### Floorplan with the power grid

Bar = 20 um. Pins as bars on the die edge.
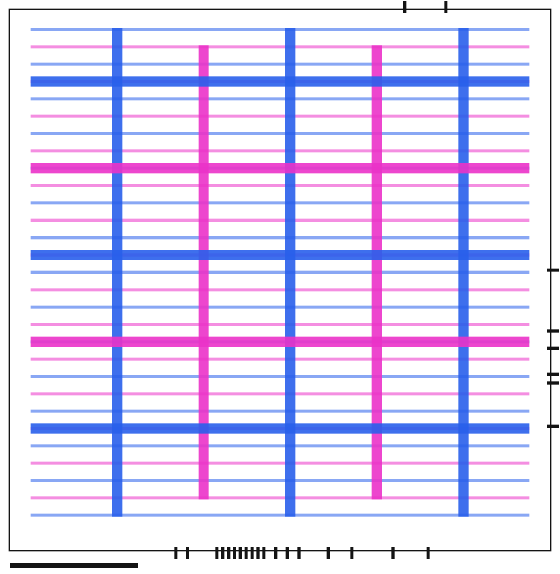
### Placed cells, one color a class

Bar = 20 um.
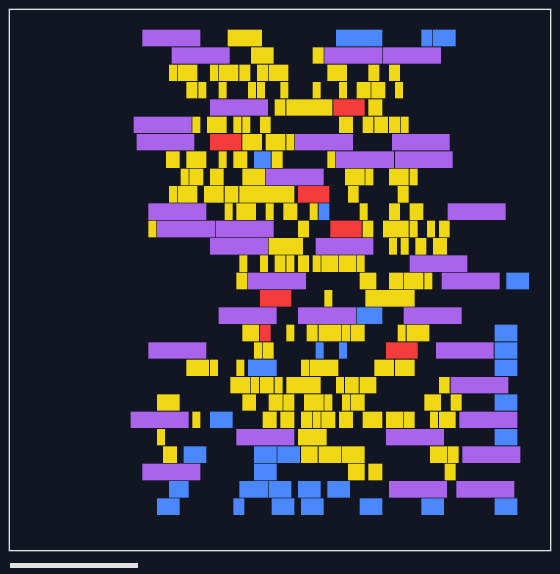
[config.mk]
export PLATFORM = sky130hd
export DESIGN_NAME = keyboard_interpreter_flat
export DESIGN_NICKNAME = d
export VERILOG_FILES = /design/src/rtl/keyboard_interpreter_if.sv /design/src/rtl/keyboard_interpreter.sv /design/src/flat_wrapper.sv
export SDC_FILE = /design/constraint.sdc
export NUM_CORES = 1
export LEC_CHECK = 0
export CAP_MARGIN = 20
export CORE_MARGIN = 3
export CORE_UTILIZATION = 30
export CTS_CLUSTER_SIZE = 12
export DETAILED_ROUTE_END_ITERATION = 10
export GPL_TIMING_DRIVEN = 0
export SLEW_MARGIN = 20
export SYNTH_ARGS = -nofsm -noshare
export SYNTH_HDL_FRONTEND = slang
export SYNTH_SLANG_ARGS = --single-unit
[constraint.sdc]
create_clock -name clk -period 1.9 [get_ports clk]
set_input_delay 0.38 -clock clk [delete_from_list [all_inputs] [get_ports clk]]
set_output_delay 0.38 -clock clk [all_outputs]
set_load 0.03 [all_outputs]
[src/rtl/keyboard_interpreter_if.sv]
// Scancode-in / command-out bundle between the PS/2 receiver, the interpreter and the game FSM.
// ps2_byte_valid is a one-cycle strobe with no ready: each byte is consumed on the strobe cycle,
// ps2_byte is a don't-care whenever ps2_byte_valid is low, and the source can never be stalled.
interface keyboard_interpreter_if;
    logic [7:0] ps2_byte;
    logic       ps2_byte_valid;
    logic       move_up;
    logic       move_down;
    logic       move_left;
    logic       move_right;
    logic       enter;
    logic       escape;
    logic [5:0] held;
    logic       prefix_timeout;
    logic [1:0] state_dbg;

    modport master (
        output ps2_byte, ps2_byte_valid,
        input  move_up, move_down, move_left, move_right, enter, escape,
        input  held, prefix_timeout, state_dbg
    );

    modport slave (
        input  ps2_byte, ps2_byte_valid,
        output move_up, move_down, move_left, move_right, enter, escape,
        output held, prefix_timeout, state_dbg
    );
endinterface

[src/rtl/keyboard_interpreter.sv]
// Turns PS/2 set-2 scancodes into one-cycle game command pulses, tracking E0/F0 prefixes,
// held keys, typematic repeat suppression and a timeout that drops stale prefixes.
module keyboard_interpreter #(
    parameter int unsigned TIMEOUT_CYCLES = 1000000,
    parameter int unsigned CNT_W          = 20,
    parameter bit          ACCEPT_KEYPAD  = 1'b1,
    parameter bit          REPEAT_EN      = 1'b0
) (
    input logic                  clk,
    input logic                  resetn,
    keyboard_interpreter_if.slave kb
);

    typedef enum logic [1:0] {
        IDLE    = 2'd0,
        EXT     = 2'd1,
        BRK     = 2'd2,
        EXT_BRK = 2'd3
    } state_t;

    localparam logic [CNT_W-1:0] CNT_LAST = CNT_W'(TIMEOUT_CYCLES - 1);

    state_t           state_q;
    logic [CNT_W-1:0] cnt_q;
    logic [5:0]       held_q;
    logic [5:0]       pulse_q;
    logic             timeout_q;

    logic             is_ext;
    logic             is_brk;
    logic [5:0]       key_oh_d;
    logic [5:0]       pulse_d;

    assign is_ext = (state_q == EXT) || (state_q == EXT_BRK);
    assign is_brk = (state_q == BRK) || (state_q == EXT_BRK);

    // One-hot command for the current byte: bit0 up, 1 down, 2 left, 3 right, 4 enter, 5 escape.
    always_comb begin
        key_oh_d = 6'b0;
        if (is_ext) begin
            case (kb.ps2_byte)
                8'h75:   key_oh_d = 6'b000001;
                8'h72:   key_oh_d = 6'b000010;
                8'h6B:   key_oh_d = 6'b000100;
                8'h74:   key_oh_d = 6'b001000;
                8'h5A:   key_oh_d = 6'b010000;
                default: key_oh_d = 6'b0;
            endcase
        end else begin
            case (kb.ps2_byte)
                8'h1D:   key_oh_d = 6'b000001;
                8'h1B:   key_oh_d = 6'b000010;
                8'h1C:   key_oh_d = 6'b000100;
                8'h23:   key_oh_d = 6'b001000;
                8'h5A:   key_oh_d = 6'b010000;
                8'h29:   key_oh_d = 6'b010000;
                8'h76:   key_oh_d = 6'b100000;
                8'h75:   key_oh_d = ACCEPT_KEYPAD ? 6'b000001 : 6'b0;
                8'h72:   key_oh_d = ACCEPT_KEYPAD ? 6'b000010 : 6'b0;
                8'h6B:   key_oh_d = ACCEPT_KEYPAD ? 6'b000100 : 6'b0;
                8'h74:   key_oh_d = ACCEPT_KEYPAD ? 6'b001000 : 6'b0;
                default: key_oh_d = 6'b0;
            endcase
        end
    end

    // Typematic repeats of an already-held key are swallowed unless repeats are enabled.
    assign pulse_d = REPEAT_EN ? key_oh_d : (key_oh_d & ~held_q);

    always_ff @(posedge clk or negedge resetn) begin
        if (!resetn) begin
            state_q   <= IDLE;
            cnt_q     <= '0;
            held_q    <= 6'b0;
            pulse_q   <= 6'b0;
            timeout_q <= 1'b0;
        end else begin
            pulse_q   <= 6'b0;
            timeout_q <= 1'b0;
            if (kb.ps2_byte_valid) begin
                cnt_q <= '0;
                case (kb.ps2_byte)
                    8'hE0: state_q <= EXT;
                    8'hF0: state_q <= is_ext ? EXT_BRK : BRK;
                    default: begin
                        state_q <= IDLE;
                        if (is_brk) begin
                            held_q <= held_q & ~key_oh_d;
                        end else begin
                            pulse_q <= pulse_d;
                            held_q  <= held_q | key_oh_d;
                        end
                    end
                endcase
            end else if (state_q != IDLE) begin
                if (cnt_q == CNT_LAST) begin
                    state_q   <= IDLE;
                    cnt_q     <= '0;
                    timeout_q <= 1'b1;
                end else begin
                    cnt_q <= cnt_q + 1'b1;
                end
            end
        end
    end

    assign kb.move_up        = pulse_q[0];
    assign kb.move_down      = pulse_q[1];
    assign kb.move_left      = pulse_q[2];
    assign kb.move_right     = pulse_q[3];
    assign kb.enter          = pulse_q[4];
    assign kb.escape         = pulse_q[5];
    assign kb.held           = held_q;
    assign kb.prefix_timeout = timeout_q;
    assign kb.state_dbg      = state_q;

endmodule

[src/flat_wrapper.sv]
// flat-port wrapper written by rule: the top's interface ports become plain ports
module keyboard_interpreter_flat 
#(
    parameter int unsigned TIMEOUT_CYCLES = 1000000,
    parameter int unsigned CNT_W          = 20,
    parameter bit          ACCEPT_KEYPAD  = 1'b1,
    parameter bit          REPEAT_EN      = 1'b0
)
  (clk, resetn, kb_ps2_byte, kb_ps2_byte_valid, kb_move_up, kb_move_down, kb_move_left, kb_move_right, kb_enter, kb_escape, kb_held, kb_prefix_timeout, kb_state_dbg);
  keyboard_interpreter_if kb_i ();
  input logic clk;
  input logic resetn;
  input wire logic [$bits(kb_i.ps2_byte)-1:0] kb_ps2_byte;
  input wire logic [$bits(kb_i.ps2_byte_valid)-1:0] kb_ps2_byte_valid;
  output wire logic [$bits(kb_i.move_up)-1:0] kb_move_up;
  output wire logic [$bits(kb_i.move_down)-1:0] kb_move_down;
  output wire logic [$bits(kb_i.move_left)-1:0] kb_move_left;
  output wire logic [$bits(kb_i.move_right)-1:0] kb_move_right;
  output wire logic [$bits(kb_i.enter)-1:0] kb_enter;
  output wire logic [$bits(kb_i.escape)-1:0] kb_escape;
  output wire logic [$bits(kb_i.held)-1:0] kb_held;
  output wire logic [$bits(kb_i.prefix_timeout)-1:0] kb_prefix_timeout;
  output wire logic [$bits(kb_i.state_dbg)-1:0] kb_state_dbg;
  assign kb_i.ps2_byte = kb_ps2_byte;
  assign kb_i.ps2_byte_valid = kb_ps2_byte_valid;
  assign kb_move_up = kb_i.move_up;
  assign kb_move_down = kb_i.move_down;
  assign kb_move_left = kb_i.move_left;
  assign kb_move_right = kb_i.move_right;
  assign kb_enter = kb_i.enter;
  assign kb_escape = kb_i.escape;
  assign kb_held = kb_i.held;
  assign kb_prefix_timeout = kb_i.prefix_timeout;
  assign kb_state_dbg = kb_i.state_dbg;
  keyboard_interpreter #(.TIMEOUT_CYCLES(TIMEOUT_CYCLES), .CNT_W(CNT_W), .ACCEPT_KEYPAD(ACCEPT_KEYPAD), .REPEAT_EN(REPEAT_EN)) u_core (.clk(clk), .resetn(resetn), .kb(kb_i));
endmodule
==> flow_metrics.env <==
# physical design summary
export IMPL_status="finished, final reports clean"
export IMPL_holdPathEnd="u_core.pulse_q[2]"
export IMPL_via_per_inst=5.13
export IMPL_drv_cap=0
export IMPL_clk_pin_slew_ns=0.07
export IMPL_ant_nets=0
export IMPL_cts_sinks=35
export IMPL_simple_gate_area_share_pct=32.8
export IMPL_first_global_vias=1475
export IMPL_gp_congestion=0.835
export IMPL_num_rows=28
export IMPL_highest_signal_layer="met4"
export IMPL_fin_nets=242
export IMPL_drive_above_1_share_pct=11.7
export IMPL_drt_iter0_markers=136
export IMPL_ys_async_sr_fraction_pct=100
export IMPL_ios=26
export IMPL_worst_slack_ns=0.112
export IMPL_vias=1565
export IMPL_postRouteWirelength_mm=4.26
export IMPL_ys_sh_mux_pct=1.62
export IMPL_ys_sh_xor_pct=4.72
export IMPL_die_w_um=84.6
export IMPL_cts_root_buffer="clkbuf_8"
export IMPL_worst_slew_pin_slew_ns=0.450
export IMPL_cts_resized=1
export IMPL_edf_count=0
export IMPL_antenna_found_initial=0
export IMPL_cp_top_family="buffers and inverters"
export IMPL_grt_pass1_wl_mm=7.29
export IMPL_synth_area_um2=1860
export IMPL_crit_type="flop to output pin"
export IMPL_chipArea_um2=7160
export IMPL_layout_top_cell="dfrtp_1"
export IMPL_fp_dieH_um=84.6
export IMPL_path_cells="clkdlybuf4s50_1"
export IMPL_use_met3_pct=2.36
export IMPL_max_slew_margin_rel_pct=69.8
About 'Floorplan with the power grid':
color	net
blue	VSS
magenta	VDD
rows	28
met4 straps	5
signal pins	26
met5 straps	5
met1 rails	29

About 'Placed cells, one color a class':
color	class	cells	share of their area
yellow	remaining logic cells	156	44%
purple	sequential cells	35	39%
red	clock drivers and dummy loads	7	3.9%
blue	remaining buffers and delay cells	32	14%

==> Yosys cell counts, types with 2 or more instances <==
master    instances
buf_2             2
nand3b_1          4
nor4b_1           2
or3_1             3
nor2b_1           4
or2_2             2
o311ai_1          4
nand2_1          22
a21oi_1           3
nor4_1            4
nor4b_2           2
nor2_1           21
clkbuf_1          2
o31ai_1           4
nand4_1           9
dfrtp_1          35
xnor2_1           4
o21ai_0           5
mux2i_1           3
inv_1            10
nand3_1          17
nand4b_1          2
and3_1            2
nor3_1            6
xor2_1            6
==> report_power, final <==
part / internal (mW) / leakage (nW) / switching, mW / total [mW]
registers: 0.763 / 0.469 / 0.0149 / 0.778
logic: 0.0679 / 0.483 / 0.105 / 0.173
clock network: 0.284 / 0.0470 / 0.258 / 0.543
==> worst max-delay path by stage <==
stage                           start                end  slack, ns  depth (start not counted)
2_1_floorplan  u_core.kb.state_dbg[0]   u_core.cnt_q[11]       0.26                          5
3_3_place_gp                   resetn  u_core.pulse_q[5]      -0.41                          1
3_5_place_dp        kb_ps2_byte_valid   u_core.cnt_q[11]      -0.23                          6
4_1_cts             kb_ps2_byte_valid   u_core.cnt_q[11]       0.08                          6
5_1_grt               u_core.cnt_q[0]   u_core.cnt_q[15]       0.01                          7
6_report       u_core.kb.state_dbg[1]    kb_state_dbg[1]       0.11                          1
==> layout make-up <==
cell class              instances  area [um^2]  share of cell area (%)
flip-flops and latches         35          876                    37.3
repair buffers                 27          277                    11.8
clock buffers                   6         82.6                    3.51
clock inverters                 1         5.00                   0.213
multi-input cells             146          950                    40.4
inverters                      10         37.5                    1.60
plain buffers                   5         28.8                    1.22
well taps                      75         93.8                    3.99
Power is estimated from default activity; no workload was simulated.
